--- config.mk ---
export PLATFORM = sky130hd
export DESIGN_NAME = fetch_stage_flat
export DESIGN_NICKNAME = d
export VERILOG_FILES = /design/src/rtl/mips_pkg.sv /design/src/rtl/fetch_stage_if.sv /design/src/rtl/if_id_reg.sv /design/src/rtl/fetch_stage.sv /design/src/flat_wrapper.sv
export SDC_FILE = /design/constraint.sdc
export NUM_CORES = 1
export LEC_CHECK = 0
export CAP_MARGIN = 20
export CELL_PAD_IN_SITES_DETAIL_PLACEMENT = 2
export CELL_PAD_IN_SITES_GLOBAL_PLACEMENT = 2
export CORE_MARGIN = 5
export CORE_UTILIZATION = 29
export DETAILED_ROUTE_END_ITERATION = 12
export PLACE_DENSITY_LB_ADDON = 0.1
export SLEW_MARGIN = 15
export SYNTH_ARGS = -nofsm -noshare
export SYNTH_HDL_FRONTEND = slang
export SYNTH_HIERARCHICAL = 1
export SYNTH_SLANG_ARGS = --single-unit
export TNS_END_PERCENT = 100
--- constraint.sdc ---
create_clock -name i_clk -period 4.7 [get_ports i_clk]
set_input_delay 1.41 -clock i_clk [delete_from_list [all_inputs] [get_ports i_clk]]
set_output_delay 1.41 -clock i_clk [all_outputs]
set_load 0.1 [all_outputs]
--- src/rtl/mips_pkg.sv ---
// mips_pkg: shared definitions for the MIPS pipeline front end.
//   - PC_SRC_* : jump-unit select encodings (2'b11 is handled like a branch)
//   - NOP_INSTR / RESET_PC : default bubble instruction and reset fetch address
//   - fetch_state_e : fetch sequencer states
package mips_pkg;

   localparam logic [1:0] PC_SRC_SEQ    = 2'b00;
   localparam logic [1:0] PC_SRC_JUMP   = 2'b01;
   localparam logic [1:0] PC_SRC_BRANCH = 2'b10;

   // sll $0,$0,0 encodes as all zeros
   localparam logic [31:0] NOP_INSTR = 32'h0000_0000;
   localparam logic [31:0] RESET_PC  = 32'h0000_0000;

   // BOOT : one idle cycle out of reset, no request
   // FETCH: request outstanding at pc
   // HOLD : instruction captured while the pipe was stalled, no request
   // DRAIN: redirected while a request was still waiting; finish it and drop it
   typedef enum logic [1:0] {
      ST_BOOT  = 2'd0,
      ST_FETCH = 2'd1,
      ST_HOLD  = 2'd2,
      ST_DRAIN = 2'd3
   } fetch_state_e;

endpackage

--- src/rtl/fetch_stage_if.sv ---
// fetch_stage_if: instruction-memory request/response bundle.
//   req   : fetch request (master -> slave); addr stable while req=1 and ready=0
//   addr  : fetch address  (master -> slave)
//   rdata : instruction    (slave -> master), valid when ready=1
//   ready : request accepted / data valid in the same cycle
interface fetch_stage_if #(
   parameter int unsigned ADDR_W = 32,
   parameter int unsigned DATA_W = 32
);
   logic              req;
   logic [ADDR_W-1:0] addr;
   logic [DATA_W-1:0] rdata;
   logic              ready;

   modport master (output req, output addr, input rdata, input ready);
   modport slave  (input req, input addr, output rdata, output ready);
endinterface

--- src/rtl/if_id_reg.sv ---
// if_id_reg: IF/ID pipeline register.
//   i_flush : load a bubble {NOP_INSTR, pc4 unchanged, valid=0}; beats everything
//   i_hold  : keep the current contents (pipeline stalled)
//   i_load  : capture {i_instr, i_pc4, valid=1}
//   o_instr / o_pc4 / o_valid : register contents
// With no control asserted the register keeps its contents.
module if_id_reg #(
   parameter int unsigned       ADDR_W    = 32,
   parameter int unsigned       DATA_W    = 32,
   parameter logic [DATA_W-1:0] NOP_INSTR = '0
) (
   input  logic              i_clk,
   input  logic              i_rst_n,
   input  logic              i_load,
   input  logic              i_flush,
   input  logic              i_hold,
   input  logic [DATA_W-1:0] i_instr,
   input  logic [ADDR_W-1:0] i_pc4,
   output logic [DATA_W-1:0] o_instr,
   output logic [ADDR_W-1:0] o_pc4,
   output logic              o_valid
);

   logic [DATA_W-1:0] instr_q, instr_d;
   logic [ADDR_W-1:0] pc4_q, pc4_d;
   logic              valid_q, valid_d;

   // NOTE: every signal assigned in always_comb gets a default first so no path
   // leaves it unassigned; otherwise synthesis infers a latch.
   always_comb begin
      instr_d = instr_q;
      pc4_d   = pc4_q;
      valid_d = valid_q;
      if (i_flush) begin
         instr_d = NOP_INSTR;
         valid_d = 1'b0;
      end else if (i_load && !i_hold) begin
         instr_d = i_instr;
         pc4_d   = i_pc4;
         valid_d = 1'b1;
      end
   end

   // NOTE: state registers use non-blocking assignments so every flop samples
   // pre-edge values regardless of process ordering.
   always_ff @(posedge i_clk or negedge i_rst_n) begin
      if (!i_rst_n) begin
         instr_q <= NOP_INSTR;
         pc4_q   <= '0;
         valid_q <= 1'b0;
      end else begin
         instr_q <= instr_d;
         pc4_q   <= pc4_d;
         valid_q <= valid_d;
      end
   end

   assign o_instr = instr_q;
   assign o_pc4   = pc4_q;
   assign o_valid = valid_q;

endmodule

--- src/rtl/fetch_stage.sv ---
// fetch_stage: IF stage of the 5-stage MIPS pipeline.
//   i_clk, i_rst_n              : clock, asynchronous active-low reset
//   i_stall                     : hazard unit freeze of PC and IF/ID
//   i_pc_src, i_kill1           : jump unit redirect select / IF flush
//   i_jump_target, i_branch_target : redirect destinations
//   imem                        : instruction-memory request bundle (master side)
//   o_if_instr, o_if_pc4, o_if_valid : IF/ID register contents
// A kill with a non-sequential pc_src redirects the PC; any kill flushes IF/ID.
// Kill beats stall. A redirect that arrives while a request is still waiting
// goes through DRAIN so the address never changes under an outstanding request.
module fetch_stage
   import mips_pkg::*;
#(
   parameter int unsigned       ADDR_W    = 32,
   parameter int unsigned       DATA_W    = 32,
   parameter logic [ADDR_W-1:0] RESET_PC  = ADDR_W'(mips_pkg::RESET_PC),
   parameter logic [DATA_W-1:0] NOP_INSTR = DATA_W'(mips_pkg::NOP_INSTR)
) (
   input  logic              i_clk,
   input  logic              i_rst_n,
   input  logic              i_stall,
   input  logic [1:0]        i_pc_src,
   input  logic              i_kill1,
   input  logic [ADDR_W-1:0] i_jump_target,
   input  logic [ADDR_W-1:0] i_branch_target,
   fetch_stage_if.master     imem,
   output logic [DATA_W-1:0] o_if_instr,
   output logic [ADDR_W-1:0] o_if_pc4,
   output logic              o_if_valid
);

   fetch_state_e      state_q, state_d;
   logic [ADDR_W-1:0] pc_q, pc_d;
   logic [ADDR_W-1:0] target_q, target_d;   // redirect saved during DRAIN
   logic [DATA_W-1:0] hold_q, hold_d;       // instruction captured under stall

   logic              redirect;
   logic [ADDR_W-1:0] target_raw;
   logic [ADDR_W-1:0] target;
   logic [ADDR_W-1:0] pc_plus4;
   logic              req;
   logic              ifid_load;
   logic              ifid_flush;
   logic              ifid_hold;
   logic [DATA_W-1:0] ifid_instr;

   // pc_src=00 with kill1 only flushes IF/ID; the PC follows its normal rules
   assign redirect   = i_kill1 && (i_pc_src != PC_SRC_SEQ);
   assign target_raw = i_pc_src[1] ? i_branch_target : i_jump_target;
   assign target     = target_raw & ~ADDR_W'(3);
   assign pc_plus4   = pc_q + ADDR_W'(4);   // wraps modulo 2^ADDR_W

   always_comb begin
      state_d    = state_q;
      pc_d       = pc_q;
      target_d   = target_q;
      hold_d     = hold_q;
      req        = 1'b0;
      ifid_load  = 1'b0;
      ifid_flush = i_kill1;
      ifid_hold  = i_stall;
      ifid_instr = imem.rdata;

      unique case (state_q)
         ST_BOOT: begin
            state_d = ST_FETCH;
            if (redirect) pc_d = target;
         end

         ST_FETCH: begin
            req = 1'b1;
            if (redirect) begin
               if (imem.ready) begin
                  pc_d = target;
               end else begin
                  target_d = target;
                  state_d  = ST_DRAIN;
               end
            end else if (imem.ready) begin
               if (i_stall) begin
                  hold_d  = imem.rdata;
                  state_d = ST_HOLD;
               end else begin
                  ifid_load = 1'b1;
                  pc_d      = pc_plus4;
               end
            end else if (!i_stall) begin
               ifid_flush = 1'b1;   // nothing arrived: ID sees a bubble
            end
         end

         ST_HOLD: begin
            if (redirect) begin
               hold_d  = NOP_INSTR;
               pc_d    = target;
               state_d = ST_FETCH;
            end else if (!i_stall) begin
               ifid_load  = 1'b1;
               ifid_instr = hold_q;
               pc_d       = pc_plus4;
               state_d    = ST_FETCH;
            end
         end

         ST_DRAIN: begin
            req        = 1'b1;
            ifid_flush = 1'b1;
            if (redirect) target_d = target;   // newest redirect wins
            if (imem.ready) begin
               pc_d    = redirect ? target : target_q;
               state_d = ST_FETCH;
            end
         end

         default: state_d = ST_BOOT;
      endcase
   end

   always_ff @(posedge i_clk or negedge i_rst_n) begin
      if (!i_rst_n) begin
         state_q  <= ST_BOOT;
         pc_q     <= RESET_PC;
         target_q <= '0;
         hold_q   <= NOP_INSTR;
      end else begin
         state_q  <= state_d;
         pc_q     <= pc_d;
         target_q <= target_d;
         hold_q   <= hold_d;
      end
   end

   assign imem.req  = req;
   assign imem.addr = pc_q;

   if_id_reg #(
      .ADDR_W   (ADDR_W),
      .DATA_W   (DATA_W),
      .NOP_INSTR(NOP_INSTR)
   ) u_if_id (
      .i_clk  (i_clk),
      .i_rst_n(i_rst_n),
      .i_load (ifid_load),
      .i_flush(ifid_flush),
      .i_hold (ifid_hold),
      .i_instr(ifid_instr),
      .i_pc4  (pc_plus4),
      .o_instr(o_if_instr),
      .o_pc4  (o_if_pc4),
      .o_valid(o_if_valid)
   );

endmodule

--- src/flat_wrapper.sv ---
// flat-port wrapper written by rule: the top's interface ports become plain ports
module fetch_stage_flat import mips_pkg::*;
#(
   parameter int unsigned       ADDR_W    = 32,
   parameter int unsigned       DATA_W    = 32,
   parameter logic [ADDR_W-1:0] RESET_PC  = ADDR_W'(mips_pkg::RESET_PC),
   parameter logic [DATA_W-1:0] NOP_INSTR = DATA_W'(mips_pkg::NOP_INSTR)
)
  (i_clk, i_rst_n, i_stall, i_pc_src, i_kill1, i_jump_target, i_branch_target, o_if_instr, o_if_pc4, o_if_valid, imem_req, imem_addr, imem_rdata, imem_ready);
  fetch_stage_if #(.ADDR_W(ADDR_W), .DATA_W(DATA_W)) imem_i ();
  input  logic i_clk;
  input  logic i_rst_n;
  input  logic i_stall;
  input  logic [1:0] i_pc_src;
  input  logic i_kill1;
  input  logic [ADDR_W-1:0] i_jump_target;
  input  logic [ADDR_W-1:0] i_branch_target;
  output logic [DATA_W-1:0] o_if_instr;
  output logic [ADDR_W-1:0] o_if_pc4;
  output logic o_if_valid;
  output wire logic [$bits(imem_i.req)-1:0] imem_req;
  output wire logic [$bits(imem_i.addr)-1:0] imem_addr;
  input wire logic [$bits(imem_i.rdata)-1:0] imem_rdata;
  input wire logic [$bits(imem_i.ready)-1:0] imem_ready;
  assign imem_req = imem_i.req;
  assign imem_addr = imem_i.addr;
  assign imem_i.rdata = imem_rdata;
  assign imem_i.ready = imem_ready;
  fetch_stage #(.ADDR_W(ADDR_W), .DATA_W(DATA_W), .RESET_PC(RESET_PC), .NOP_INSTR(NOP_INSTR)) u_core (.i_clk(i_clk), .i_rst_n(i_rst_n), .i_stall(i_stall), .i_pc_src(i_pc_src), .i_kill1(i_kill1), .i_jump_target(i_jump_target), .i_branch_target(i_branch_target), .imem(imem_i), .o_if_instr(o_if_instr), .o_if_pc4(o_if_pc4), .o_if_valid(o_if_valid));
endmodule
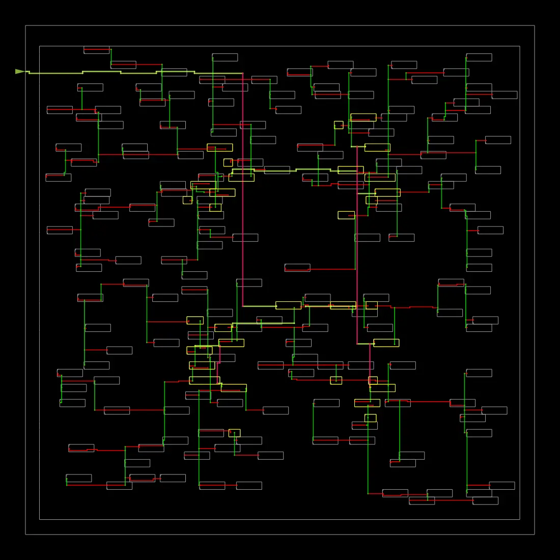
Figure 1: run 1, the clock network.
final worst clock skew: 0.0166 ns
final-layout clock buffer total: 17
TritonCTS Buffers: 17
clock latency on the worst-skew pair: 0.43 ns

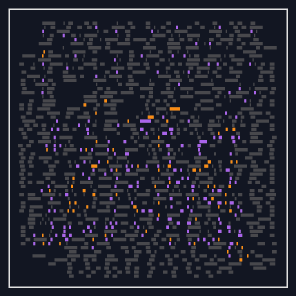
Figure 2: run 1, gate families picked out.
Scale: 1.5 px per um.
Key: purple = aoi and oai cells [cells 183, where all over the die]; orange = nor cells [cells 71]

==> impl_table.tex, run 1 <==
% Auto-generated results table
\begin{tabular}{lr}
\hline
Metric & Value \\
\hline
\multicolumn{2}{l}{\textbf{Outcome}} \\
\quad Outcome & finished clean \\
\multicolumn{2}{l}{\textbf{Synthesis}} \\
\quad Fraction of registers with async set/reset & 100\% \\
\quad Avg Inst Size Synth & 10.1 sq um \\
\quad Cell count listed in synth\_stat.txt & 870 \\
\quad Register area share after synthesis & 46.3\% \\
\quad Synth flops & 163 \\
\quad Aoi share & 18.3\% \\
\quad Top comb family, area & AND-OR/OR-AND gates \\
\quad Number of enable flip-flop cells & 0 \\
\quad XORs/XNORs by Area & 2.49\% \\
\quad Adder Share, Synth & 0.710\% \\
\multicolumn{2}{l}{\textbf{Global routing}} \\
\quad Global-route congestion overflow total & 0 \\
\quad Global routing usage on met3 & 3.10\% \\
\quad Global routing's busiest layer & met2 \\
\quad Global-route track usage on met2 & 31.8\% \\
\multicolumn{2}{l}{\textbf{Clock network}} \\
\quad CTS HTree Levels & 4 \\
\quad Number of gates given a new drive strength after cts & 0 \\
\quad Maximum clock path buffer count & 2 \\
\quad Root buf cell & sky130\_fd\_sc\_hd\_\_clkbuf\_16 \\
\quad Clock edge transition at the registers on the reported setup and hold paths & 0.07 ns \\
\quad Count of hold-fix buffers inserted at cts & 0 \\
\quad CTS tree & yes \\
\multicolumn{2}{l}{\textbf{Final timing}} \\
\quad Final setup violation count & 0 \\
\quad Slew at the pin closest to its max-slew limit & 1.02 ns \\
\quad Setup repair after global routing missed its margin & false \\
\quad Total count of hold-check failures in the final report & 0 \\
\quad Worst hold margin & 0.500 ns \\
\quad Highest clock frequency the design can meet & 0.266 GHz \\
\multicolumn{2}{l}{\textbf{Pwr}} \\
\quad Relative contribution of the clock network to total power & 17.5\% \\
\quad Internal power consumption & 4.23 mW \\
\quad Net Sw Power & 4.47 mW \\
\quad Worst vdd rail ir drop & 513 uV \\
\quad Sequential group share of total power & 27.9\% \\
\quad Combinational share of power & 54.6\% \\
\quad Tot Pwr & 8.70 mW \\
\quad Cell area power density & 735 mW/mm\^{}2 \\
\multicolumn{2}{l}{\textbf{Finish}} \\
\quad Antenna diode instance count & 0 \\
\quad Fin nets & 1151 \\
\quad Layout-stage area growth over the synthesis result & 34.2\% \\
\quad Combinational gate area & 0.00438 sq mm \\
\quad Most frequently placed logic cells in the final layout & 193 x sky130\_fd\_sc\_hd\_\_clkdlybuf4s50\_1, 163 x sky130\_fd\_sc\_hd\_\_dfrtp\_1, 111 x sky130\_fd\_sc\_hd\_\_nand2\_1 \\
\quad Share of the core filled with cells in the final layout & 39.7\% \\
\quad Dominant logic cell type in the layout & sky130\_fd\_sc\_hd\_\_clkdlybuf4s50\_1 \\
\multicolumn{2}{l}{\textbf{Die}} \\
\quad IO Pins & 201 \\
\quad Die outline height & 184 um \\
\multicolumn{2}{l}{\textbf{Detailed routing}} \\
\quad Top sig layer & met4 \\
\quad Met2 wire length & 15600 um \\
\quad Vias post-DR & 7515 \\
\quad Wire length reported by the detailed router & 31700 um \\
\quad Detail-routed net length per standard cell & 21.9 um \\
\multicolumn{2}{l}{\textbf{Setup path}} \\
\quad R2R depth & 8 \\
\quad R2R Path Start & u\_core/state\_q[0] \\
\quad Cell depth of the worst setup path & 8 \\
\quad Worst Setup Path Type & primary input to register \\
\quad Top delay family on crit path & simple AND/OR/NAND/NOR gates \\
\quad Largest fanout on the critical path & 33 \\
\multicolumn{2}{l}{\textbf{Placed design}} \\
\quad Worst slack, placed & 0.493 ns \\
\quad Global placer's final weighted congestion & 0.766 \\
\quad Number of port buffers & 196 \\
\quad Standard cell area after detailed placement & 0.0112 sq mm \\
\multicolumn{2}{l}{\textbf{Min path}} \\
\quad Hold Crit Class & register to register \\
\hline
\end{tabular}
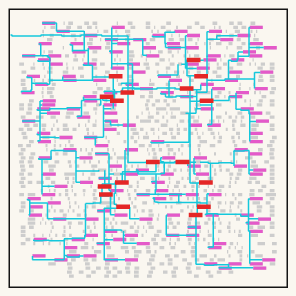
Figure 3: run 1, routed clock nets over the placement.
Scale: 1.5 px per um.
Key: cyan = clock wires [length 2590 um]; magenta = flip-flops [count 163]; red = clock drivers [count 17]
There are 18 routed clock nets. Position of the flops: all over the die.

[run 1: how the worst min path moves through the flow]
stage          slack [ns]  depth (start not counted)                  end
2_1_floorplan        0.46                          1  u_core/imem.addr[0]
3_3_place_gp         0.48                          1    u_core/hold_q[31]
3_5_place_dp         0.48                          1     u_core/hold_q[9]
4_1_cts              0.51                          1    u_core/hold_q[31]
5_1_grt              0.52                          1    u_core/hold_q[13]
6_report             0.50                          1    u_core/hold_q[14]
[run 1: registers in the layout, summed over array words and instances (netlist names)]
signal	cells
u_core/imem.addr	32
u_core/u_if_id/o_pc4	32
u_core/u_if_id/o_instr	32
u_core/state_q	2
u_core/hold_q	32
u_core/u_if_id/o_valid	1
u_core/target_q	32
[run 1: Yosys cell counts (10+ instances only)]
library cell                 n  area (sq um)
sky130_fd_sc_hd__mux2_2     52           586
sky130_fd_sc_hd__mux2i_1    27           270
sky130_fd_sc_hd__a22o_1     41           359
sky130_fd_sc_hd__mux2_4     30           450
sky130_fd_sc_hd__o21ai_0    51           255
sky130_fd_sc_hd__nand4_1    15          93.8
sky130_fd_sc_hd__nand2_1   111           417
sky130_fd_sc_hd__a21oi_1    83           415
sky130_fd_sc_hd__buf_2      13          65.1
sky130_fd_sc_hd__xnor2_1    15           131
sky130_fd_sc_hd__xor2_1     10          87.6
sky130_fd_sc_hd__clkbuf_1   43           161
sky130_fd_sc_hd__nor2_1     46           173
sky130_fd_sc_hd__nand3_1    22           110
sky130_fd_sc_hd__dfrtp_1   163          4080
[run 1: area by class of cell]
type / instances / area share (%)
Tap cell: 390 / 4.13
Inverter: 10 / 0.317
Clock buffer: 17 / 3.60
Multi-Input combinational cell: 627 / 37.0
Sequential cell: 163 / 34.5
Timing Repair Buffer: 224 / 18.6
Clock inverter: 15 / 1.79
Figure 4. Signal wires by layer (run 1).
Scale: 2 px per um.
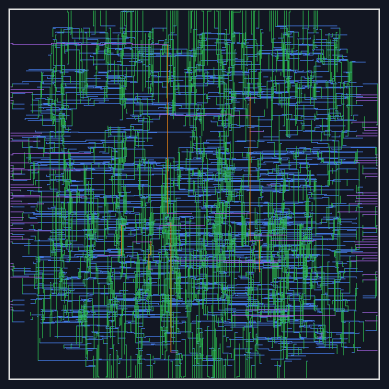

--- run 2 (diff from run 1) ---
==> constraint.sdc (replaced) <==
create_clock -name i_clk -period 3.5 [get_ports i_clk]
set_input_delay 1.05 -clock i_clk [delete_from_list [all_inputs] [get_ports i_clk]]
set_output_delay 1.05 -clock i_clk [all_outputs]
set_load 0.1 [all_outputs]
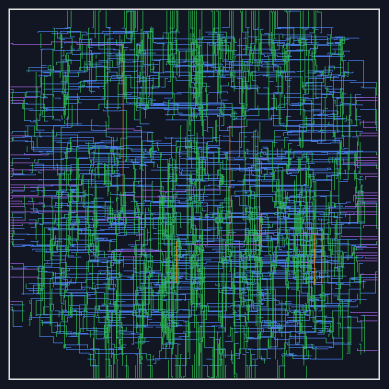
Figure 5: run 2, signal wires by layer.
Scale: 2 px per um.
Key: purple = metal 3 [wire length 1130 um]; green = metal 2 [wire length 15900 um]; blue = metal 1 [wire length 14800 um]; orange = metal 4 [wire length 328 um]

==> run 2 against run 1 <==
  * First-iteration DRC count grew 12%
  * Worst hold slack got worse by 0.0010 ns
  * Combinational power up 34%
  * Final cell count rose by 1.0%
  * Routed wire length is 1.4% higher
  * Global-route usage rose by 0.095 points
  * Synthesized cell count is the same
  * Non-clock buffer count rose by 15
  * Core utilization shrank 0.40 points
  * Register-to-register slack worse by 0.61 ns
  * Sequential cell count unchanged
  * Critical path type unchanged
  * Largest cell class unchanged
  * Highest routed layer unchanged
==> impl_table.tex, run 2 <==
% Auto-generated results table
\begin{tabular}{lr}
\hline
Metric & Value \\
\hline
\multicolumn{2}{l}{\textbf{Outcome}} \\
\quad Outcome & finished clean \\
\multicolumn{2}{l}{\textbf{Pwr}} \\
\quad Sequential group share of total power & 28.1\% (+0.2 points) \\
\quad Combinational share of power & 55.3\% (+0.7 points) \\
\quad Tot Pwr & 11.5 mW (+33\%) \\
\quad Internal power consumption & 5.54 mW (+31\%) \\
\quad Cell area power density & 984 mW/mm\^{}2 (+34\%) \\
\quad Leakage power of the design & 5.08 nW \\
\quad Relative contribution of the clock network to total power & 16.6\% (-0.9 points) \\
\quad Worst vdd rail ir drop & 433 uV (-16\%) \\
\quad Net Sw Power & 5.98 mW (+34\%) \\
\multicolumn{2}{l}{\textbf{Min path}} \\
\quad Hold Crit Class & register to register \\
\quad Hold depth & 1 (unchanged) \\
\quad Endpoint of the worst hold path & u\_core/imem.addr[1] \\
\multicolumn{2}{l}{\textbf{Synthesis}} \\
\quad Cell count listed in synth\_stat.txt & 870 (unchanged) \\
\quad Synth cell types & 70 \\
\quad Avg Inst Size Synth & 10.1 sq um (unchanged) \\
\quad Cell types with the largest area share after synthesis & sky130\_fd\_sc\_hd\_\_dfrtp\_1 46\%, sky130\_fd\_sc\_hd\_\_mux2\_2 6.6\%, sky130\_fd\_sc\_hd\_\_mux2\_4 5.1\% \\
\quad Cell type with the largest total area & sky130\_fd\_sc\_hd\_\_dfrtp\_1 \\
\quad Post-synth top cells & 163 x sky130\_fd\_sc\_hd\_\_dfrtp\_1, 111 x sky130\_fd\_sc\_hd\_\_nand2\_1, 83 x sky130\_fd\_sc\_hd\_\_a21oi\_1 \\
\quad Fraction of registers with async set/reset & 100\% (unchanged) \\
\quad Number of enable flip-flop cells & 0 (unchanged) \\
\quad Register area share after synthesis & 46.3\% (unchanged) \\
\quad Most common cell in the netlist & sky130\_fd\_sc\_hd\_\_dfrtp\_1 \\
\quad Top cell area share & 46.3\% (unchanged) \\
\multicolumn{2}{l}{\textbf{Detailed routing}} \\
\quad Number of vias per cell & 5.24 \\
\quad Vias post-DR & 7651 (+1.8\%) \\
\quad Detail-routed net length per standard cell & 22.0 um (+0.38\%) \\
\quad Wire length reported by the detailed router & 32200 um (+1.4\%) \\
\quad Top sig layer & met4 \\
\quad Met2 wire length & 15900 um (+2.0\%) \\
\quad Initial drt markers & 299 \\
\multicolumn{2}{l}{\textbf{Setup path}} \\
\quad Worst Setup Path Type & primary input to register \\
\quad Top delay family on crit path & AND-OR/OR-AND gates \\
\quad R2R depth & 9 (+1) \\
\quad Largest fanout on the critical path & 14 (-58\%) \\
\quad R2R Path Start & u\_core/state\_q[0] \\
\multicolumn{2}{l}{\textbf{Clock network}} \\
\quad TritonCTS Buffers & 17 (unchanged) \\
\quad Number of gates given a new drive strength after cts & 0 (unchanged) \\
\quad Root buf cell & sky130\_fd\_sc\_hd\_\_clkbuf\_16 \\
\quad Maximum clock path buffer count & 2 (unchanged) \\
\quad Clock edge transition at the registers on the reported setup and hold paths & 0.07 ns (about the same) \\
\quad CTS tree & yes \\
\quad CTS HTree Levels & 4 (unchanged) \\
\quad Clock latency on the worst-skew pair & 0.43 ns (about the same) \\
\quad Count of hold-fix buffers inserted at cts & 0 (unchanged) \\
\multicolumn{2}{l}{\textbf{Final timing}} \\
\quad Final worst clock skew & 0.0170 ns (+0.000435 ns) \\
\quad Highest clock frequency the design can meet & 0.330 GHz \\
\quad Total count of hold-check failures in the final report & 0 (unchanged) \\
\quad Slew at the pin closest to its max-slew limit & 1.05 ns (+0.0334 ns) \\
\quad Setup repair after global routing missed its margin & false \\
\quad Worst hold margin & 0.499 ns (-0.00102 ns) \\
\quad Final total negative setup slack & 0 ns \\
\quad Final setup violation count & 0 (unchanged) \\
\multicolumn{2}{l}{\textbf{Global routing}} \\
\quad Global routing usage on met3 & 3.37\% (+0.28 points) \\
\quad Global-route congestion overflow total & 0 (unchanged) \\
\quad Global-route track usage on met2 & 32.1\% (+0.31 points) \\
\quad Global routing's busiest layer & met2 \\
\quad Pin count of the biggest net entering global routing & 59 \\
\multicolumn{2}{l}{\textbf{Placed design}} \\
\quad Placed Instances & 1429 \\
\quad Standard cell area after detailed placement & 0.0111 sq mm (-0.49\%) \\
\quad Global placer's final weighted congestion & 0.759 (-0.86\%) \\
\quad Worst slack, placed & 0.0622 ns (-0.431 ns) \\
\multicolumn{2}{l}{\textbf{Finish}} \\
\quad Fin nets & 1166 (+1.3\%) \\
\quad Share of the core filled with cells in the final layout & 39.3\% (-0.40 points) \\
\quad Layout-stage area growth over the synthesis result & 32.9\% \\
\quad Dominant logic cell type in the layout & sky130\_fd\_sc\_hd\_\_dfrtp\_1 \\
\quad Most frequently placed logic cells in the final layout & 163 x sky130\_fd\_sc\_hd\_\_dfrtp\_1, 132 x sky130\_fd\_sc\_hd\_\_buf\_4, 111 x sky130\_fd\_sc\_hd\_\_nand2\_1 \\
\quad Antenna diode instance count & 0 (unchanged) \\
\multicolumn{2}{l}{\textbf{Die}} \\
\quad IO Pins & 201 (unchanged) \\
\quad Die outline height & 184 um (unchanged) \\
\multicolumn{2}{l}{\textbf{Run}} \\
\quad Number of warnings in the stage logs & 33 \\
\hline
\end{tabular}
run 2: cell counts after synthesis:
Identical to the previous run, type by type.
run 2: worst reg2reg max path, delay by kind of cell (launching register included):
family	cells	cell delay (ns)
adder cells (fa/ha/maj)	1	0.30
buffers and inverters	3	0.68
flip-flops	1	0.41
multiplexers	1	0.36
AND/OR/NAND/NOR	4	0.81
run 2: layout make-up:
class                   count  area, sq um
multi-input cells         627         4380
inverters                  10         37.5
repair buffers            239         2150
well taps                 390          488
fillers                  3210        18100
flip-flops and latches    163         4080
clock inverters            14          144
clock buffers              18          429
run 2: worst max path at each step:
stage                                   start                       end  slack, ns  cells past startpoint
after floorplan           u_core/imem.addr[5]  u_core/u_if_id/o_pc4[31]       0.35                      7
after global placement            i_pc_src[0]          u_core/hold_q[2]       0.11                      5
after detailed placement          i_pc_src[0]         u_core/hold_q[27]       0.06                      5
final                             i_pc_src[0]      u_core/imem.addr[13]       0.47                      7
after global routing              i_pc_src[0]         u_core/state_q[1]       0.35                      7
after CTS                         i_pc_src[0]         u_core/hold_q[14]       0.51                      5
run 2: power by group through the flow:
stage / clock network (mW) / registers (mW) / logic, mW
2_1_floorplan: 0 / 5.30 / 2.48
3_3_place_gp: 0 / 3.25 / 6.30
3_5_place_dp: 0 / 3.27 / 6.41
4_1_cts: 1.98 / 3.25 / 6.43
5_1_grt: 2.05 / 3.36 / 6.78
6_report: 1.91 / 3.24 / 6.37
run 2: cell families (layout without fill, tap and decap cells):
logic type      Yosys count  after routing  share of synthesized area [%]
compound gates          247            247                           18.3
simple gates            241            241                           13.1
buf+inv                  80            281                           4.35
xor+xnor                 25             25                           2.49
mux                     109            109                           14.8
fa+ha+maj                 5              5                          0.710
flops                   163            163                           46.3
Figure 6. The clock network (run 2).
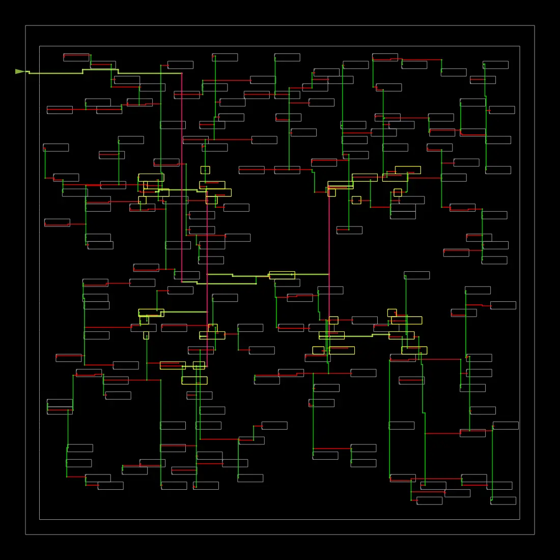

--- run 3 (diff from run 2) ---
--- a/config.mk
+++ b/config.mk
@@ -9,7 +9,7 @@
 export CELL_PAD_IN_SITES_DETAIL_PLACEMENT = 2
 export CELL_PAD_IN_SITES_GLOBAL_PLACEMENT = 2
 export CORE_MARGIN = 5
-export CORE_UTILIZATION = 29
+export CORE_UTILIZATION = 32
 export DETAILED_ROUTE_END_ITERATION = 12
 export PLACE_DENSITY_LB_ADDON = 0.1
 export SLEW_MARGIN = 15
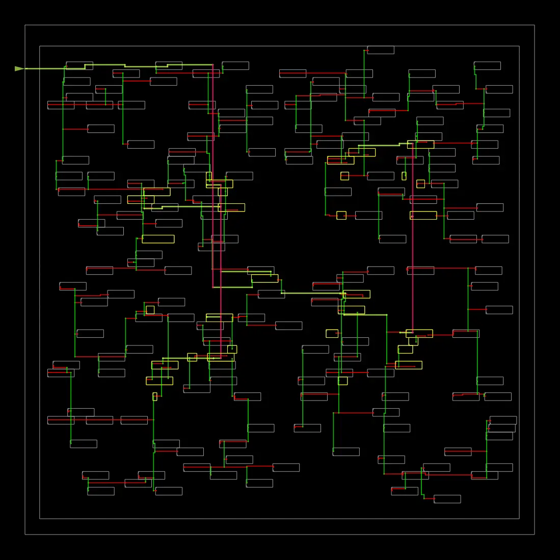
Figure 7: run 3, the clock network.
final worst clock skew: 0.0167 ns
power of the clock network: 1.86 mW

==> run 3 against run 2 <==
  * Non-clock buffer count fell by 2
  * Clock skew about the same
  * Via count down 0.20%
  * Sequential cell count did not move
  * Combinational power hardly changed
  * Core utilization grew 3.6 points
  * Die size shrank 8.9%
  * Largest cell class unchanged
==> impl_table.tex, run 3 <==
% Auto-generated results table
\begin{tabular}{lr}
\hline
Metric & Value \\
\hline
\multicolumn{2}{l}{\textbf{Outcome}} \\
\quad Outcome & finished clean \\
\multicolumn{2}{l}{\textbf{Pwr}} \\
\quad Cell area power density & 988 mW/mm\^{}2 (+0.38\%) \\
\quad Relative contribution of the clock network to total power & 16.2\% (-0.4 points) \\
\quad Tot Pwr & 11.5 mW (-0.54\%) \\
\quad Power group with the highest consumption & combinational cells \\
\quad Internal power consumption & 5.56 mW (+0.36\%) \\
\quad Net Sw Power & 5.90 mW (-1.4\%) \\
\quad Sequential group share of total power & 28.4\% (+0.3 points) \\
\quad Leakage power of the design & 5.06 nW (-0.46\%) \\
\quad Worst vdd rail ir drop & 864 uV (+100\%) \\
\quad Comb pwr & 6.34 mW (about the same) \\
\quad Power attributed to sequential cells & 3.26 mW (about the same) \\
\multicolumn{2}{l}{\textbf{Synthesis}} \\
\quad Post-synth top cells & 163 x sky130\_fd\_sc\_hd\_\_dfrtp\_1, 111 x sky130\_fd\_sc\_hd\_\_nand2\_1, 83 x sky130\_fd\_sc\_hd\_\_a21oi\_1 \\
\quad Cell type with the largest total area & sky130\_fd\_sc\_hd\_\_dfrtp\_1 \\
\quad Register area share after synthesis & 46.3\% (unchanged) \\
\quad Number of enable flip-flop cells & 0 (unchanged) \\
\quad Cell types with the largest area share after synthesis & sky130\_fd\_sc\_hd\_\_dfrtp\_1 46\%, sky130\_fd\_sc\_hd\_\_mux2\_2 6.6\%, sky130\_fd\_sc\_hd\_\_mux2\_4 5.1\% \\
\quad Synth cell types & 70 (unchanged) \\
\quad Gate count after technology mapping & 870 \\
\quad Top cell area share & 46.3\% (unchanged) \\
\quad Cell count listed in synth\_stat.txt & 870 (unchanged) \\
\quad Fraction of registers with async set/reset & 100\% (unchanged) \\
\quad Most common cell in the netlist & sky130\_fd\_sc\_hd\_\_dfrtp\_1 \\
\quad Avg Inst Size Synth & 10.1 sq um (unchanged) \\
\multicolumn{2}{l}{\textbf{Finish}} \\
\quad Number of filler instances in the final layout & 2910 (-9.3\%) \\
\quad Dominant logic cell type in the layout & sky130\_fd\_sc\_hd\_\_dfrtp\_1 \\
\quad Layout-stage area growth over the synthesis result & 31.7\% \\
\quad Fin cells & 1410 \\
\quad Share of the core filled with cells in the final layout & 42.9\% (+3.6 points) \\
\quad Fin nets & 1164 (-0.17\%) \\
\multicolumn{2}{l}{\textbf{Final timing}} \\
\quad Worst hold margin & 0.496 ns (-0.00367 ns) \\
\quad Total count of hold-check failures in the final report & 0 (unchanged) \\
\quad Highest clock frequency the design can meet & 0.340 GHz (+3.0\%) \\
\quad Setup repair after global routing missed its margin & false \\
\quad Final total negative setup slack & 0 ns (unchanged) \\
\quad Final setup violation count & 0 (unchanged) \\
\quad Slew at the pin closest to its max-slew limit & 1.01 ns (-0.0448 ns) \\
\multicolumn{2}{l}{\textbf{Clock network}} \\
\quad Maximum clock path buffer count & 2 (unchanged) \\
\quad Root buf cell & sky130\_fd\_sc\_hd\_\_clkbuf\_16 \\
\quad Clock edge transition at the registers on the reported setup and hold paths & 0.07 ns (about the same) \\
\quad CTS HTree Levels & 4 (unchanged) \\
\quad Count of hold-fix buffers inserted at cts & 0 (unchanged) \\
\quad CTS tree & yes \\
\quad Number of gates given a new drive strength after cts & 0 (unchanged) \\
\quad TritonCTS Buffers & 17 (unchanged) \\
\quad Clock latency on the worst-skew pair & 0.43 ns (about the same) \\
\multicolumn{2}{l}{\textbf{Global routing}} \\
\quad Global-route congestion overflow total & 0 (unchanged) \\
\quad Pin count of the biggest net entering global routing & 66 (+12\%) \\
\multicolumn{2}{l}{\textbf{Placed design}} \\
\quad Global placer's final weighted congestion & 0.788 (+3.9\%) \\
\quad Placed Instances & 1378 (-3.6\%) \\
\quad Worst slack, placed & 0.102 ns (+0.0402 ns) \\
\multicolumn{2}{l}{\textbf{Min path}} \\
\quad Hold depth & 1 (unchanged) \\
\quad Hold Crit Class & register to register \\
\multicolumn{2}{l}{\textbf{Detailed routing}} \\
\quad Number of vias per cell & 5.42 (+3.4\%) \\
\quad Detail-routed net length per standard cell & 22.1 um (+0.27\%) \\
\multicolumn{2}{l}{\textbf{Run}} \\
\quad Number of warnings in the stage logs & 33 (unchanged) \\
\multicolumn{2}{l}{\textbf{Setup path}} \\
\quad R2R depth & 5 (-4) \\
\quad Worst Setup Path Type & primary input to register \\
\hline
\end{tabular}
run 3: cell counts after synthesis:
Identical to the previous run, type by type.
run 3: layer usage:
layer | up-vias | global-route usage [%] | routed length, um
li1 | 3541 | - | -
met1 | 3950 | 27.6 | 14700
met2 | 129 | 33.6 | 15300
met3 | 16 | 2.73 | 813
met4 | 0 | 4.13 | 301
met5 | - | 0 | 0
run 3: worst paths after layout:
check                                         start                    endpoint  slack, ns
worst min register to register    u_core/hold_q[27]           u_core/hold_q[27]       0.50
max in group asynchronous                   i_rst_n  u_core/u_if_id/o_instr[11]       2.12
worst max register to register  u_core/imem.addr[5]    u_core/u_if_id/o_pc4[31]       0.81
min in group asynchronous                   i_rst_n    u_core/u_if_id/o_pc4[19]       0.62
worst max-delay path                    i_pc_src[0]     u_core/u_if_id/o_pc4[0]       0.56
worst min-delay path              u_core/hold_q[27]           u_core/hold_q[27]       0.50
run 3: layout make-up:
class                           count  area (sq um)  area share (%)
Clock buffer                       20           447            3.85
Sequential cell                   163          4080            35.2
Tap cell                          341           427            3.68
Inverter                           10          37.5           0.324
Clock inverter                     12           121            1.05
Timing Repair Buffer              237          2110            18.2
Multi-Input combinational cell    627          4380            37.8
run 3: kinds of logic after synthesis:
family / count (synthesis) / share of synthesized area [%]
AND/OR/NAND/NOR: 241 / 13.1
flip-flops: 163 / 46.3
XOR/XNOR: 25 / 2.49
adder cells (fa/ha/maj): 5 / 0.710
AND-OR/OR-AND: 247 / 18.3
buffers and inverters: 80 / 4.35
multiplexers: 109 / 14.8
Power figures rest on the tool's default switching activity, not on a simulated workload.
